### src/rtl/nand_cpu.svh
// rtl/nand_cpu.svh - CPU-wide width defines
`ifndef NAND_CPU_SVH
`define NAND_CPU_SVH

`define PC_SIZE 16

`endif

### src/rtl/instr_fetch_server_pkg.sv
// rtl/instr_fetch_server_pkg.sv - shared types and widths for the instruction fetch server
`include "nand_cpu.svh"

package instr_fetch_server_pkg;

    parameter int INSTR_WIDTH = 16;

    typedef enum logic [1:0] {
        IDLE,
        DEMAND,
        PREFETCH,
        DRAIN
    } fetch_srv_state_e;

endpackage

### src/rtl/fetch_prefetch_buf.sv
// rtl/fetch_prefetch_buf.sv - single-entry tag/data buffer with hit compare and invalidate
module fetch_prefetch_buf #(
    parameter int TAG_W  = 16,
    parameter int DATA_W = 16
) (
    input  logic              clk,
    input  logic              n_rst,
    input  logic              invalidate,
    input  logic              wr_en,
    input  logic [TAG_W-1:0]  wr_tag,
    input  logic [DATA_W-1:0] wr_data,
    input  logic [TAG_W-1:0]  lookup_tag,
    output logic              hit,
    output logic [DATA_W-1:0] buf_data
);

    logic             buf_valid;
    logic [TAG_W-1:0] buf_tag;

    // Invalidate wins over a write landing on the same edge.
    always_ff @(posedge clk or negedge n_rst) begin
        if (!n_rst) begin
            buf_valid <= 1'b0;
            buf_tag   <= '0;
            buf_data  <= '0;
        end else if (invalidate) begin
            buf_valid <= 1'b0;
        end else if (wr_en) begin
            buf_valid <= 1'b1;
            buf_tag   <= wr_tag;
            buf_data  <= wr_data;
        end
    end

    assign hit = buf_valid && (buf_tag == lookup_tag);

endmodule

### src/rtl/instr_fetch_server.sv
// rtl/instr_fetch_server.sv - instruction fetch responder with one-entry sequential prefetch
`include "nand_cpu.svh"

module instr_fetch_server
    import instr_fetch_server_pkg::*;
#(
    parameter int PC_SIZE     = `PC_SIZE,
    parameter int INSTR_WIDTH = instr_fetch_server_pkg::INSTR_WIDTH
) (
    input  logic                   clk,
    input  logic                   n_rst,
    input  logic                   fetch_req,
    input  logic [PC_SIZE-1:0]     fetch_pc,
    input  logic                   flush,
    output logic                   fetch_valid,
    output logic [INSTR_WIDTH-1:0] fetch_instr,
    output logic                   mem_req,
    output logic [PC_SIZE-1:0]     mem_addr,
    input  logic                   mem_ack,
    input  logic [INSTR_WIDTH-1:0] mem_rdata
);

    localparam logic [PC_SIZE-1:0] PC_ONE = PC_SIZE'(1);

    fetch_srv_state_e       state, state_nx;
    logic                   mem_req_nx;
    logic [PC_SIZE-1:0]     mem_addr_nx;
    logic                   valid_nx;
    logic [INSTR_WIDTH-1:0] instr_nx;
    logic                   buf_wr;
    logic                   buf_hit;
    logic [INSTR_WIDTH-1:0] buf_data;
    logic                   restart;
    logic                   req_live;

    // The request still showing while its valid pulse is out has already been served.
    assign req_live = fetch_req && !fetch_valid;

    fetch_prefetch_buf #(
        .TAG_W  (PC_SIZE),
        .DATA_W (INSTR_WIDTH)
    ) u_buf (
        .clk        (clk),
        .n_rst      (n_rst),
        .invalidate (flush),
        .wr_en      (buf_wr),
        .wr_tag     (mem_addr),
        .wr_data    (mem_rdata),
        .lookup_tag (fetch_pc),
        .hit        (buf_hit),
        .buf_data   (buf_data)
    );

    always_ff @(posedge clk or negedge n_rst) begin
        if (!n_rst) begin
            state       <= IDLE;
            mem_req     <= 1'b0;
            mem_addr    <= '0;
            fetch_valid <= 1'b0;
            fetch_instr <= '0;
        end else begin
            state       <= state_nx;
            mem_req     <= mem_req_nx;
            mem_addr    <= mem_addr_nx;
            fetch_valid <= valid_nx;
            fetch_instr <= instr_nx;
        end
    end

    always_comb begin
        state_nx    = state;
        mem_req_nx  = mem_req;
        mem_addr_nx = mem_addr;
        valid_nx    = 1'b0;
        instr_nx    = fetch_instr;
        buf_wr      = 1'b0;
        restart     = 1'b0;

        case (state)
            IDLE: begin
                if (req_live) begin
                    if (buf_hit && !flush) begin
                        valid_nx    = 1'b1;
                        instr_nx    = buf_data;
                        state_nx    = PREFETCH;
                        mem_req_nx  = 1'b1;
                        mem_addr_nx = fetch_pc + PC_ONE;
                    end else begin
                        restart = 1'b1;
                    end
                end
            end
            DEMAND: begin
                if (mem_ack) begin
                    if (flush) begin
                        restart = 1'b1;
                    end else begin
                        valid_nx    = 1'b1;
                        instr_nx    = mem_rdata;
                        buf_wr      = 1'b1;
                        state_nx    = PREFETCH;
                        mem_addr_nx = mem_addr + PC_ONE;
                    end
                end else if (flush) begin
                    state_nx = DRAIN;
                end
            end
            PREFETCH: begin
                if (mem_ack) begin
                    if (flush) begin
                        restart = 1'b1;
                    end else begin
                        buf_wr     = 1'b1;
                        state_nx   = IDLE;
                        mem_req_nx = 1'b0;
                        if (req_live && (fetch_pc == mem_addr)) begin
                            valid_nx = 1'b1;
                            instr_nx = mem_rdata;
                        end
                    end
                end else if (flush || (req_live && (fetch_pc != mem_addr))) begin
                    state_nx = DRAIN;
                end
            end
            DRAIN: begin
                if (mem_ack) begin
                    restart = 1'b1;
                end
            end
            default: begin
                state_nx   = IDLE;
                mem_req_nx = 1'b0;
            end
        endcase

        // Access finished or abandoned: start a demand for whatever is being asked now.
        if (restart) begin
            if (req_live) begin
                state_nx    = DEMAND;
                mem_req_nx  = 1'b1;
                mem_addr_nx = fetch_pc;
            end else begin
                state_nx   = IDLE;
                mem_req_nx = 1'b0;
            end
        end
    end

endmodule

### config.mk
export PLATFORM = sky130hd
export DESIGN_NAME = instr_fetch_server
export DESIGN_NICKNAME = d
export VERILOG_FILES = /design/src/rtl/instr_fetch_server_pkg.sv /design/src/rtl/fetch_prefetch_buf.sv /design/src/rtl/instr_fetch_server.sv
export VERILOG_INCLUDE_DIRS = /design/src /design/src/rtl
export SDC_FILE = /design/constraint.sdc
export NUM_CORES = 1
export LEC_CHECK = 0
export ABC_CLOCK_PERIOD_IN_PS = 2400
export CORE_UTILIZATION = 40
export CTS_CLUSTER_SIZE = 40
export DETAILED_ROUTE_END_ITERATION = 8
export GPL_TIMING_DRIVEN = 0
export PLACE_DENSITY = 0.7
export SLEW_MARGIN = 15
export SYNTH_ARGS = -nofsm -noshare
export SYNTH_HDL_FRONTEND = slang
export SYNTH_SLANG_ARGS = --single-unit
### constraint.sdc
create_clock -name clk -period 2.4 [get_ports clk]
set_input_delay 0.72 -clock clk [delete_from_list [all_inputs] [get_ports clk]]
set_output_delay 0.72 -clock clk [all_outputs]
set_load 0.02 [all_outputs]
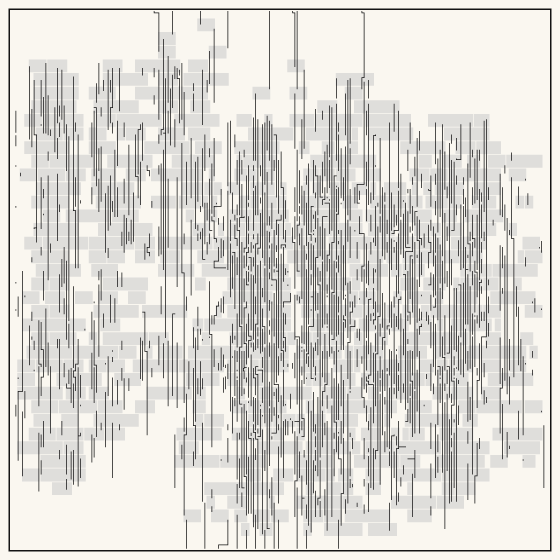
Fig. 1. Metal 2.
Cells faint in the background.
The layer carries 6,910 um of wire. The longest straight run is 59.3 um.

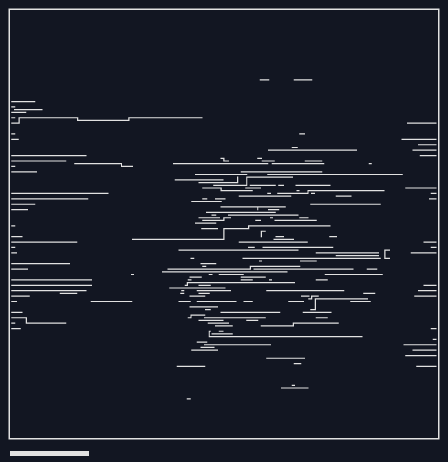
Fig. 2. Metal 3.
Scale bar: 20 um.
The layer holds 9.8% of the routed length. The wires run mostly horizontal. 132 nets have wire on it. The layer carries 1,440 um of wire.

==> run summary <==
flow finished, numbers: Final Slew Violations=0, drt total wl=about 15,000 um, Worst Hold Class=primary input to async pin, NumNets Final=approximately 600, top post-synthesis cells by area=dfrtp_1, mux2_2, xnor2_1, Synth top cells by count=dfrtp_1, mux2_2, clkbuf_1, o21ai_0, nand2_1, clk ins delay skew pair=about 0.36 ns, Worst setup SP type=primary input, non-filler cells, final=697, f_max=~380 MHz, WS Path Type=primary input to flip-flop, Routability Congestion=around 0.91, cell family with most CP delay=simple AND/OR/NAND/NOR gates, antenna violations before repair=0, share of cells above drive strength 1=between 30% and 40%, clock buffer count from CTS=9, ant diodes=0, Worst Tran Pin Value=around 0.9 ns, Syn Inst Count=about 440, utilization after layout=58.5%, Max H-tree Level=3, Remaining DRCs=0, area grow syn2layout=41.9%, die area=between 0.01 and 0.015 mm2, area reported by Yosys stat=between 0.004 and 0.005 mm2, Seq/Total Area, Yosys=between 30 and 40%, Crit path arrival time=~2.9 ns, Synth top cell by count=dfrtp_1, Synthesis Warnings=0, CP max stage cell=o31a_1, Initial DRT Pass Iterations=6, Root Buffer=clkbuf_8, Min Hold Slack=0.253 ns, Final WS setup=-0.220 ns, pin count of the biggest net entering global routing=48, via count=about 4,200, max incr delay on CP=about 0.40 ns, worst path cell trace=clkdlybuf4s15_1 -> xor2_1 -> nor2_1 -> nand4_1 -> o31a_1 -> nor3_4 -> buf_6 -> mux2_4, total grt overflow=0, worst reg2reg setup slack=-0.18 ns, WL per Instance=approximately 21 um, Num Clock Sinks=between 60 and 70, die height=approximately 110 um, Critical path buffers and inverters=2, final hold vios=0, First DRT Iteration DRCs=between 400 and 500, fin crit share=109%, Final setup violation count=32, port buffer count=approximately 64, tool warnings=33, Post-Syn Nets=between 400 and 500, max-cap viol count=0, # fillers=913, pre-CTS setup slack=-1.50 ns, Slew headroom=39.6%, area leader, netlist=dfrtp_1, FF+latch count, synth=about 70, Leakage=2.62 nW, worst vdd ir=slightly above 800 uV, Clock Path Buffers=2, Crit Path Max Fanout=6, register clock-pin slew on the reported worst setup and hold paths=0.08 ns, Reg-to-Reg Start=u_buf.buf_tag[2], Post-Syn Area=0.00447 mm2, die width=between 100 and 150 um, failing checks=setup timing, first-pass GRT wire length=22,800 um, Final Skew=0.0147 ns, RSZ-0062 raised after global routing=yes, outcome=complete, but fails checks, antenna viol nets, final=0, Final Power=8.43 mW, Reg2Reg Depth=7, Syn Area/Cell=around 10 um2, Cell Pwr Density=between 1000 and 1500 mW/mm2, EDFF count, synth=0, top area contributor share=38.6%, commonest register cell after synthesis=dfrtp_1, all-layer global routing usage=25.6%, ys cells=444, r2r endpoint=fetch_instr[6], Top Ports=a little over 70, Placed Cells incl. Taps=about 650, vias in the first global route=between 4,000 and 5,000, Crit. End Element=flip-flop, Final HPWL DP=about 9400 um, Netlist cell types=63, Synth async-reset ratio=100%, min cycle time layout=between 2 and 3 ns, fp_density=between 40% and 50%, Vias/cell=between 6 and 7, CTS tree=yes, Required @ worst endpoint=between 2 and 3 ns
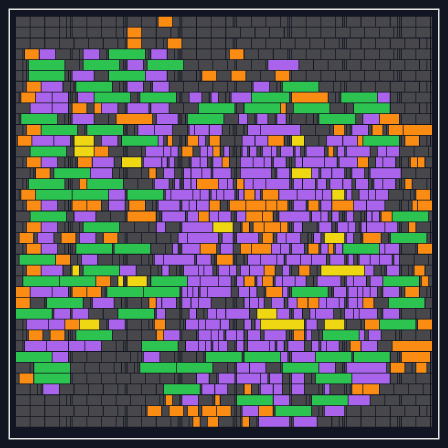
Fig. 3. Cell classes on the final placement.
Fill, decap, tap and diode cells in gray.
Key: clock drivers and dummy loads = yellow [cells 16, share of their area 3.6%]; flip-flops = green [cells 69, share of their area 28%]; other buffers and delay cells = orange [cells 133, share of their area 20%]; all other logic = purple [cells 339, share of their area 49%]

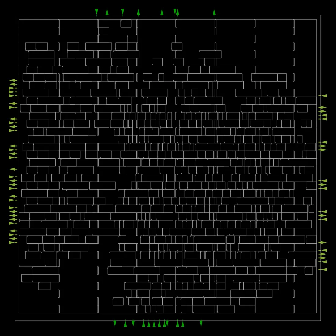
Fig. 4. Placed standard cells.
row cnt: 38
core area: 0.0108 mm2
Seq/total area: 27.2%
tapcells inserted: 140

==> how the worst max path moves through the flow <==
stage / depth (start not counted) / to / startpoint / slack [ns]
after floorplan: 9 / fetch_instr[0] / fetch_pc[8] / -0.57
after global placement: 1 / fetch_instr[13] / n_rst / -1.73
after detailed placement: 9 / fetch_instr[11] / fetch_pc[9] / -1.50
after CTS: 8 / fetch_instr[11] / u_buf.buf_tag[2] / -0.21
after global routing: 8 / fetch_instr[2] / fetch_pc[8] / -0.25
final: 8 / fetch_instr[6] / fetch_pc[11] / -0.22
==> metrics by stage <==
step,instance area [um2],setup TNS [ns]
after CTS,6080,-4.69
after floorplan,4500,-12.85
after global routing,6340,-5.31
after global placement,5310,-186.34
final,6340,-4.26
after detailed placement,5340,-69.01
==> cell type report <==
type	count	area [um2]	area share, %
Multi-Input combinational cell	325	2940	46.3
Buffer	32	277	4.36
Clock buffer	11	141	2.23
Inverter	14	52.6	0.829
Sequential cell	69	1730	27.2
Timing Repair Buffer	101	947	14.9
Clock inverter	5	82.6	1.30
Tap cell	140	175	2.76
==> kinds of logic (layout without fill, tap and decap cells) <==
family / after synthesis / after routing / share of synthesized area (%)
xor+xnor: 31 / 31 / 6.24
mux: 68 / 68 / 17.9
compound gates: 96 / 96 / 14.4
buf+inv: 50 / 163 / 5.01
fa+ha+maj: 7 / 7 / 1.96
simple gates: 123 / 123 / 15.8
flops: 69 / 69 / 38.6
==> where the power goes <==
| group | internal (mW) | switching (mW) | leakage (nW) |
|---|---|---|---|
| sequential | 1.74 | 0.539 | 0.840 |
| combinational | 2.68 | 2.39 | 1.67 |
| clock | 0.618 | 0.477 | 0.114 |
==> cell usage in the layout, fill, tap and decap left out, drive strengths merged, types with 3 or more instances in the layout <==
cell type	count
and3	7
nand3	15
nand2b	6
nand2	20
o221ai	3
nand4b	4
clkdlybuf4s50	51
a22o	4
nor2b	4
o21ai	25
o211ai	7
inv	15
nor2	15
a31oi	7
o21a	5
dfrtp	69
xor2	11
clkbuf	38
and2	3
xnor2	20
and4	4
mux2	65
ha	7
nor4	9
buf	53
o31ai	6
a21oi	16
nor3	11
mux2i	3
nand4	13
==> sequential cells by signal, summed over array words and instances, names as in the netlist <==
name	flops
u_buf.buf_valid	1
mem_addr	16
state	2
mem_req	1
u_buf.buf_data	16
fetch_instr	16
u_buf.buf_tag	16
fetch_valid	1
==> routing by layer <==
layer  global-route usage [%]  wire [um]  up-vias
li1                         -          -     1858
met1                     31.5       5790     2056
met2                     41.7       6910      273
met3                     6.78       1440       53
met4                     11.4        534        0
met5                        0          0        -
==> what timing repair did <==
item                                    in CTS  in global routing
cloned                                       1                  1
setup buffers                               26                  9
hold buffers                                 0                  0
pin swaps                                   26                 20
endpoints found under the setup margin      65                 64
resized                                    125                 66
Power is estimated from default activity; no workload was simulated.
